===== src/rtl/mmio_ctrl_if.sv =====
// mmio_ctrl_if: groups the CPU dmem bus, the data-RAM port and the I/O outputs.
// Latency: none (signal bundle only).
// Backpressure: none; the dmem bus is strobe-based with a fixed 1-cycle read return.
//
// Modports:
//   slave  - the controller: receives CPU strobes and RAM read data and drives
//            load data, RAM controls, LEDs and the timer interrupt.
//   master - the CPU/RAM side (or a testbench standing in for both).
interface mmio_ctrl_if #(
   parameter int LED_WIDTH = 8,
   parameter int RAM_AW    = 10
);
   // CPU data-memory port
   logic                 dmem_wr;
   logic [31:0]          dmem_waddr;
   logic [31:0]          dmem_wdata;
   logic                 dmem_rd;
   logic [31:0]          dmem_raddr;
   logic [31:0]          dmem_rdata;

   // Data RAM port
   logic                 ram_we;
   logic [RAM_AW-1:0]    ram_waddr;
   logic [31:0]          ram_wdata;
   logic                 ram_re;
   logic [RAM_AW-1:0]    ram_raddr;
   logic [31:0]          ram_rdata;

   // Memory-mapped I/O outputs
   logic [LED_WIDTH-1:0] leds;
   logic                 timer_irq;

   modport slave (
      input  dmem_wr, dmem_waddr, dmem_wdata, dmem_rd, dmem_raddr, ram_rdata,
      output dmem_rdata, ram_we, ram_waddr, ram_wdata, ram_re, ram_raddr,
             leds, timer_irq
   );

   modport master (
      output dmem_wr, dmem_waddr, dmem_wdata, dmem_rd, dmem_raddr, ram_rdata,
      input  dmem_rdata, ram_we, ram_waddr, ram_wdata, ram_re, ram_raddr,
             leds, timer_irq
   );
endinterface


===== src/rtl/mmio_ctrl.sv =====
// mmio_ctrl: dmem bus decoder routing to data RAM plus LED / compare-match timer registers.
// Latency: RAM controls combinational from the bus; load data returned exactly 1 cycle after dmem_rd.
// Backpressure: none; every strobe is accepted in its cycle, unmapped accesses are dropped / read 0.
//
// Ports:
//   clk  - system clock
//   rstn - synchronous active-low reset
//   bus  - mmio_ctrl_if.slave: dmem_* from the CPU, ram_* to/from the data RAM,
//          leds and timer_irq outputs
//
// I/O map (word offsets from IO_BASE): 0x00 LED, 0x04 CNT, 0x08 CMP,
// 0x0C CTRL {IRQ_EN, AUTO_RELOAD, EN}, 0x10 STAT {MATCH} (write 1 to clear).
module mmio_ctrl #(
   parameter int          LED_WIDTH = 8,
   parameter int          RAM_AW    = 10,
   parameter logic [31:0] RAM_BASE  = 32'h0000_1000,
   parameter logic [31:0] IO_BASE   = 32'h0000_0100
) (
   input logic         clk,
   input logic         rstn,
   mmio_ctrl_if.slave  bus
);

   // Word addresses of the I/O registers (byte address bits [31:2]).
   localparam logic [29:0] A_LED  = IO_BASE[31:2];
   localparam logic [29:0] A_CNT  = IO_BASE[31:2] + 30'd1;
   localparam logic [29:0] A_CMP  = IO_BASE[31:2] + 30'd2;
   localparam logic [29:0] A_CTRL = IO_BASE[31:2] + 30'd3;
   localparam logic [29:0] A_STAT = IO_BASE[31:2] + 30'd4;

   // ------------------------------------------------------------------
   // Address decode
   // ------------------------------------------------------------------
   logic w_waddr_ram;
   logic w_raddr_ram;
   logic w_wr_io;
   logic w_wr_led;
   logic w_wr_cnt;
   logic w_wr_cmp;
   logic w_wr_ctrl;
   logic w_wr_stat;
   logic w_unused_addr_lsbs;

   assign w_waddr_ram = (bus.dmem_waddr[31:RAM_AW+2] == RAM_BASE[31:RAM_AW+2]);
   assign w_raddr_ram = (bus.dmem_raddr[31:RAM_AW+2] == RAM_BASE[31:RAM_AW+2]);

   // The RAM window takes precedence, so an I/O decode never fires on a RAM hit.
   assign w_wr_io   = bus.dmem_wr & ~w_waddr_ram;
   assign w_wr_led  = w_wr_io & (bus.dmem_waddr[31:2] == A_LED);
   assign w_wr_cnt  = w_wr_io & (bus.dmem_waddr[31:2] == A_CNT);
   assign w_wr_cmp  = w_wr_io & (bus.dmem_waddr[31:2] == A_CMP);
   assign w_wr_ctrl = w_wr_io & (bus.dmem_waddr[31:2] == A_CTRL);
   assign w_wr_stat = w_wr_io & (bus.dmem_waddr[31:2] == A_STAT);

   // Word-only bus: byte-lane bits carry no meaning.
   assign w_unused_addr_lsbs = ^{bus.dmem_waddr[1:0], bus.dmem_raddr[1:0]};

   // ------------------------------------------------------------------
   // RAM path: straight through from the dmem bus
   // ------------------------------------------------------------------
   assign bus.ram_we    = bus.dmem_wr & w_waddr_ram;
   assign bus.ram_waddr = bus.dmem_waddr[RAM_AW+1:2];
   assign bus.ram_wdata = bus.dmem_wdata;
   assign bus.ram_re    = bus.dmem_rd & w_raddr_ram;
   assign bus.ram_raddr = bus.dmem_raddr[RAM_AW+1:2];

   // ------------------------------------------------------------------
   // Register state
   // ------------------------------------------------------------------
   logic [LED_WIDTH-1:0] r_leds;
   logic [31:0]          r_cnt;
   logic [31:0]          r_cmp;
   logic                 r_en;
   logic                 r_auto;
   logic                 r_irq_en;
   logic                 r_match;
   logic                 r_irq;
   logic                 r_sel_ram;
   logic [31:0]          r_io_q;

   // ------------------------------------------------------------------
   // I/O read mux (uses current register values, so a same-cycle write
   // to the register being read is not visible until the next read)
   // ------------------------------------------------------------------
   logic [31:0] w_io_rdata;

   always_comb begin
      w_io_rdata = '0;
      case (bus.dmem_raddr[31:2])
         A_LED:   w_io_rdata = 32'(r_leds);
         A_CNT:   w_io_rdata = r_cnt;
         A_CMP:   w_io_rdata = r_cmp;
         A_CTRL:  w_io_rdata = {29'd0, r_irq_en, r_auto, r_en};
         A_STAT:  w_io_rdata = {31'd0, r_match};
         default: w_io_rdata = '0;
      endcase
   end

   // ------------------------------------------------------------------
   // Read return: the select flag picks RAM data or the captured I/O value.
   // Both hold between loads so dmem_rdata is stable when idle.
   // ------------------------------------------------------------------
   always_ff @(posedge clk) begin
      if (!rstn) begin
         r_sel_ram <= 1'b0;
         r_io_q    <= '0;
      end else if (bus.dmem_rd) begin
         r_sel_ram <= w_raddr_ram;
         if (!w_raddr_ram) begin
            r_io_q <= w_io_rdata;
         end
      end
   end

   assign bus.dmem_rdata = r_sel_ram ? bus.ram_rdata : r_io_q;

   // ------------------------------------------------------------------
   // LED register, timer and interrupt
   // ------------------------------------------------------------------
   // Match is evaluated on the pre-write CNT/CMP values of this cycle.
   logic w_match_now;
   assign w_match_now = r_en & (r_cnt == r_cmp);

   always_ff @(posedge clk) begin
      if (!rstn) begin
         r_leds   <= '0;
         r_cnt    <= '0;
         r_cmp    <= '0;
         r_en     <= 1'b0;
         r_auto   <= 1'b0;
         r_irq_en <= 1'b0;
         r_match  <= 1'b0;
         r_irq    <= 1'b0;
      end else begin
         if (w_wr_led) begin
            r_leds <= bus.dmem_wdata[LED_WIDTH-1:0];
         end
         if (w_wr_cmp) begin
            r_cmp <= bus.dmem_wdata;
         end
         if (w_wr_ctrl) begin
            r_en     <= bus.dmem_wdata[0];
            r_auto   <= bus.dmem_wdata[1];
            r_irq_en <= bus.dmem_wdata[2];
         end

         // A CPU write to CNT overrides both the increment and the reload.
         if (w_wr_cnt) begin
            r_cnt <= bus.dmem_wdata;
         end else if (r_en) begin
            r_cnt <= (w_match_now && r_auto) ? 32'd0 : r_cnt + 32'd1;
         end

         // A fresh match wins over a simultaneous write-1-to-clear.
         if (w_match_now) begin
            r_match <= 1'b1;
         end else if (w_wr_stat && bus.dmem_wdata[0]) begin
            r_match <= 1'b0;
         end

         r_irq <= r_match & r_irq_en;
      end
   end

   assign bus.leds      = r_leds;
   assign bus.timer_irq = r_irq;

endmodule


===== src/flat_wrapper.sv =====
// flat-port wrapper written by rule: the top's interface ports become plain ports
module mmio_ctrl_flat 
#(
   parameter int          LED_WIDTH = 8,
   parameter int          RAM_AW    = 10,
   parameter logic [31:0] RAM_BASE  = 32'h0000_1000,
   parameter logic [31:0] IO_BASE   = 32'h0000_0100
)
  (clk, rstn, bus_dmem_wr, bus_dmem_waddr, bus_dmem_wdata, bus_dmem_rd, bus_dmem_raddr, bus_ram_rdata, bus_dmem_rdata, bus_ram_we, bus_ram_waddr, bus_ram_wdata, bus_ram_re, bus_ram_raddr, bus_leds, bus_timer_irq);
  mmio_ctrl_if #(.LED_WIDTH(LED_WIDTH), .RAM_AW(RAM_AW)) bus_i ();
  input logic clk;
  input logic rstn;
  input wire logic [$bits(bus_i.dmem_wr)-1:0] bus_dmem_wr;
  input wire logic [$bits(bus_i.dmem_waddr)-1:0] bus_dmem_waddr;
  input wire logic [$bits(bus_i.dmem_wdata)-1:0] bus_dmem_wdata;
  input wire logic [$bits(bus_i.dmem_rd)-1:0] bus_dmem_rd;
  input wire logic [$bits(bus_i.dmem_raddr)-1:0] bus_dmem_raddr;
  input wire logic [$bits(bus_i.ram_rdata)-1:0] bus_ram_rdata;
  output wire logic [$bits(bus_i.dmem_rdata)-1:0] bus_dmem_rdata;
  output wire logic [$bits(bus_i.ram_we)-1:0] bus_ram_we;
  output wire logic [$bits(bus_i.ram_waddr)-1:0] bus_ram_waddr;
  output wire logic [$bits(bus_i.ram_wdata)-1:0] bus_ram_wdata;
  output wire logic [$bits(bus_i.ram_re)-1:0] bus_ram_re;
  output wire logic [$bits(bus_i.ram_raddr)-1:0] bus_ram_raddr;
  output wire logic [$bits(bus_i.leds)-1:0] bus_leds;
  output wire logic [$bits(bus_i.timer_irq)-1:0] bus_timer_irq;
  assign bus_i.dmem_wr = bus_dmem_wr;
  assign bus_i.dmem_waddr = bus_dmem_waddr;
  assign bus_i.dmem_wdata = bus_dmem_wdata;
  assign bus_i.dmem_rd = bus_dmem_rd;
  assign bus_i.dmem_raddr = bus_dmem_raddr;
  assign bus_i.ram_rdata = bus_ram_rdata;
  assign bus_dmem_rdata = bus_i.dmem_rdata;
  assign bus_ram_we = bus_i.ram_we;
  assign bus_ram_waddr = bus_i.ram_waddr;
  assign bus_ram_wdata = bus_i.ram_wdata;
  assign bus_ram_re = bus_i.ram_re;
  assign bus_ram_raddr = bus_i.ram_raddr;
  assign bus_leds = bus_i.leds;
  assign bus_timer_irq = bus_i.timer_irq;
  mmio_ctrl #(.LED_WIDTH(LED_WIDTH), .RAM_AW(RAM_AW), .RAM_BASE(RAM_BASE), .IO_BASE(IO_BASE)) u_core (.clk(clk), .rstn(rstn), .bus(bus_i));
endmodule

===== config.mk =====
export PLATFORM = sky130hd
export DESIGN_NAME = mmio_ctrl_flat
export DESIGN_NICKNAME = d
export VERILOG_FILES = /design/src/rtl/mmio_ctrl_if.sv /design/src/rtl/mmio_ctrl.sv /design/src/flat_wrapper.sv
export SDC_FILE = /design/constraint.sdc
export NUM_CORES = 1
export LEC_CHECK = 0
export ABC_AREA = 1
export CORE_UTILIZATION = 49
export CTS_CLUSTER_SIZE = 16
export DETAILED_ROUTE_END_ITERATION = 6
export MAX_ROUTING_LAYER = met4
export PLACE_DENSITY = 0.8
export RECOVER_POWER = 50
export REMOVE_ABC_BUFFERS = 1
export SETUP_SLACK_MARGIN = 0.1
export SLEW_MARGIN = 20
export SYNTH_ARGS = -nofsm -noshare
export SYNTH_HDL_FRONTEND = slang
export SYNTH_SLANG_ARGS = --single-unit

===== constraint.sdc =====
create_clock -name clk -period 2.43 [get_ports clk]
set_input_delay 0.729 -clock clk [delete_from_list [all_inputs] [get_ports clk]]
set_output_delay 0.729 -clock clk [all_outputs]
set_load 0.05 [all_outputs]

The clock network:
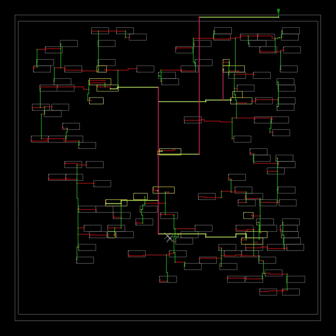
CTS Buf Count: 9
Layout Skew: 0.00831 ns
clk_buf instances: 9
registers: 110

Register map, names as in the netlist:
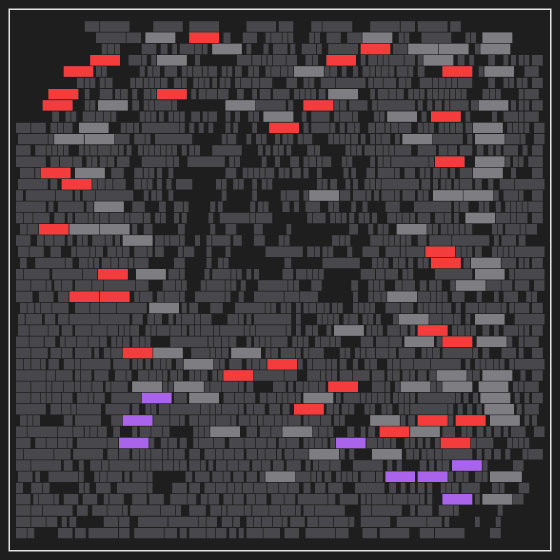
| color | signal | placed flops |
|---|---|---|
| purple | u_core.bus.leds | 8 |
| red | u_core.r_cmp | 32 |
not colored: 70
Finished Core Util: 77.2%
Sequential cell area: 0.00220 mm2
fraction of area in registers: 17.8%

Placed cells, one color a class:
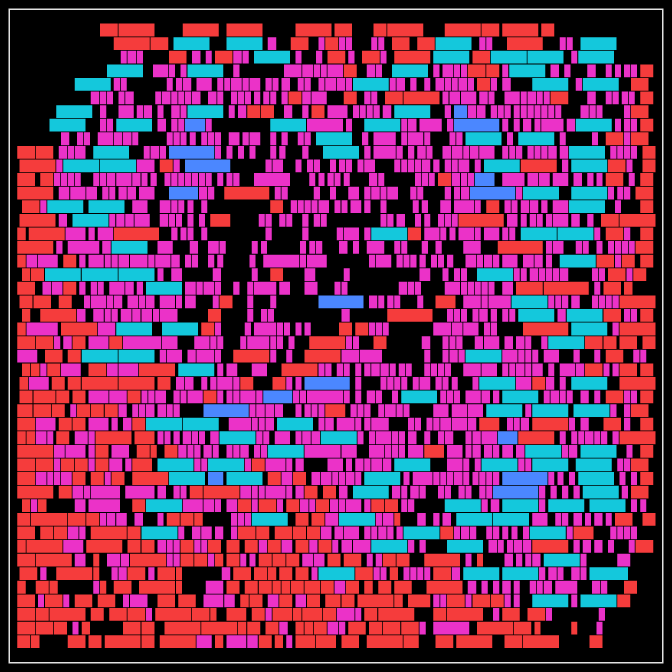
| color | class | cells | share of their area |
|---|---|---|---|
| red | other buffers and delay cells | 389 | 33% |
| magenta | all other logic | 1127 | 46% |
| blue | clock drivers and dummy loads | 16 | 2.5% |
| cyan | flip-flops | 110 | 18% |
final instance area: 0.0124 mm2
area of the core: 0.0160 mm2
number of rows created at floorplan: 46

Clock distribution:
The bar under the picture is 50 um long.
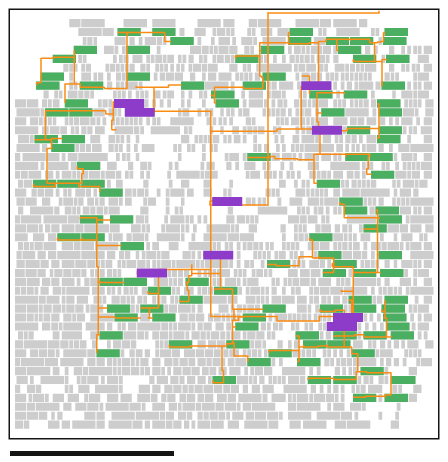
[orange] clock wires | length: 1330 um
[green] flip-flops | count: 110
[purple] cells driving clock nets | count: 9
routed clock nets: 10
clock insertion delay at the later pin of the skew report: 0.37 ns
Clk power: 0.00154 W
power share of the clock group: 35.6%

==> impl_metrics.json <==
{
  "top_metal_layer_carrying_routed_signals": "met4",
  "max_cap_violations": 0,
  "p_per_area_mw_per_mm2": 350,
  "weighted_congestion_at_the_end_of_routability_driven_global_placement": 1.01,
  "busiest_metal_layer_after_global_routing": "met2",
  "endpoint_kind": "flip-flop",
  "worst-r2r-cell-count": 11,
  "ys_sh_mux_pct": 0,
  "crit_cells": 17,
  "r2r_end": "u_core.r_cnt[18]",
  "period_minus_slack_ns": 2.54,
  "top_regs": "u_core.r_cmp x32, u_core.r_cnt x32, u_core.r_io_q x32",
  "setup_viol": 31,
  "critical_path_class": "in2reg",
  "layout_top_cells_excl_fill_tap": "sky130_fd_sc_hd__nand2_1 (515), sky130_fd_sc_hd__buf_4 (155), sky130_fd_sc_hd__inv_1 (113)",
  "synthesis.instances": 1345,
  "die_x_um": 130,
  "crit_slowest_cell": "sky130_fd_sc_hd__buf_4",
  "failing_checks": "design-rule violations, negative setup slack",
  "post_cts_buffers": 46,
  "post_route_cells_drive_above_1_share_pct": 28.3,
  "final_non_filler_cells": 1858,
  "chain_of_cells_forming_the_critical_path": "buf_6 -> nor2_1 -> and2_4 -> and3_1 -> nand4_1 -> buf_4 -> buf_4 -> buf_4 -> buf_4 -> buf_4 -> buf_4 -> nand2_8 -> inv_8 -> buf_4 -> nand2_1 -> inv_1 -> a21oi_2",
  "min_delay_worst_endpoint": "u_core.r_io_q[12]",
  "post_synth_xor_area_fraction_pct": 2.38,
  "first_pass_iters": 7,
  "worst-slew-pin-transition_ns": 0.717,
  "synth.yosys.chip_area_mm2": 0.00809,
  "finalSetupTns_ns": -0.669,
  "timing.final.max_slew_violations": 0,
  "dpl-instance-area_mm2": 0.0111,
  "avgSynthCellArea_um2": 6.01,
  "status": "finished, violations left",
  "clkTransAtPathRegs_ns": 0.08,
  "aoi_share_pct": 10.4,
  "total_power_draw_w": 0.00432,
  "synth-main-ff-cell": "sky130_fd_sc_hd__dfxtp_1",
  "use_met2_pct": 58.3,
  "final_worst_slack_ns": -0.105,
  "avgViaCountPerCell": 5.52,
  "mappedNetlistArea_mm2": 0.00809,
  "detail_route.drc_violations": 3
}
final cells by class:
| cell class | instances | area [um2] |
|---|---|---|
| Clock buffer | 9 | 225 |
| Clock inverter | 7 | 82.6 |
| Fill cell | 1174 | 3650 |
| Inverter | 136 | 533 |
| Multi-Input combinational cell | 991 | 5030 |
| Sequential cell | 110 | 2200 |
| Tap cell | 216 | 270 |
| Timing Repair Buffer | 389 | 4010 |
tightest hold or removal path, stage by stage (launching register included):
cell and delay, ns:
sky130_fd_sc_hd__dfxtp_1 0.31, sky130_fd_sc_hd__nand2_1 0.06, sky130_fd_sc_hd__a21oi_1 0.05
where the power goes:
| group | switching [W] | total, W | internal (W) |
|---|---|---|---|
| sequential | 0.00000145 | 0.00180 | 0.00180 |
| combinational | 0.000519 | 0.000979 | 0.000459 |
| clock | 0.000800 | 0.00154 | 0.000741 |
Power and IR drop assume default switching activity.
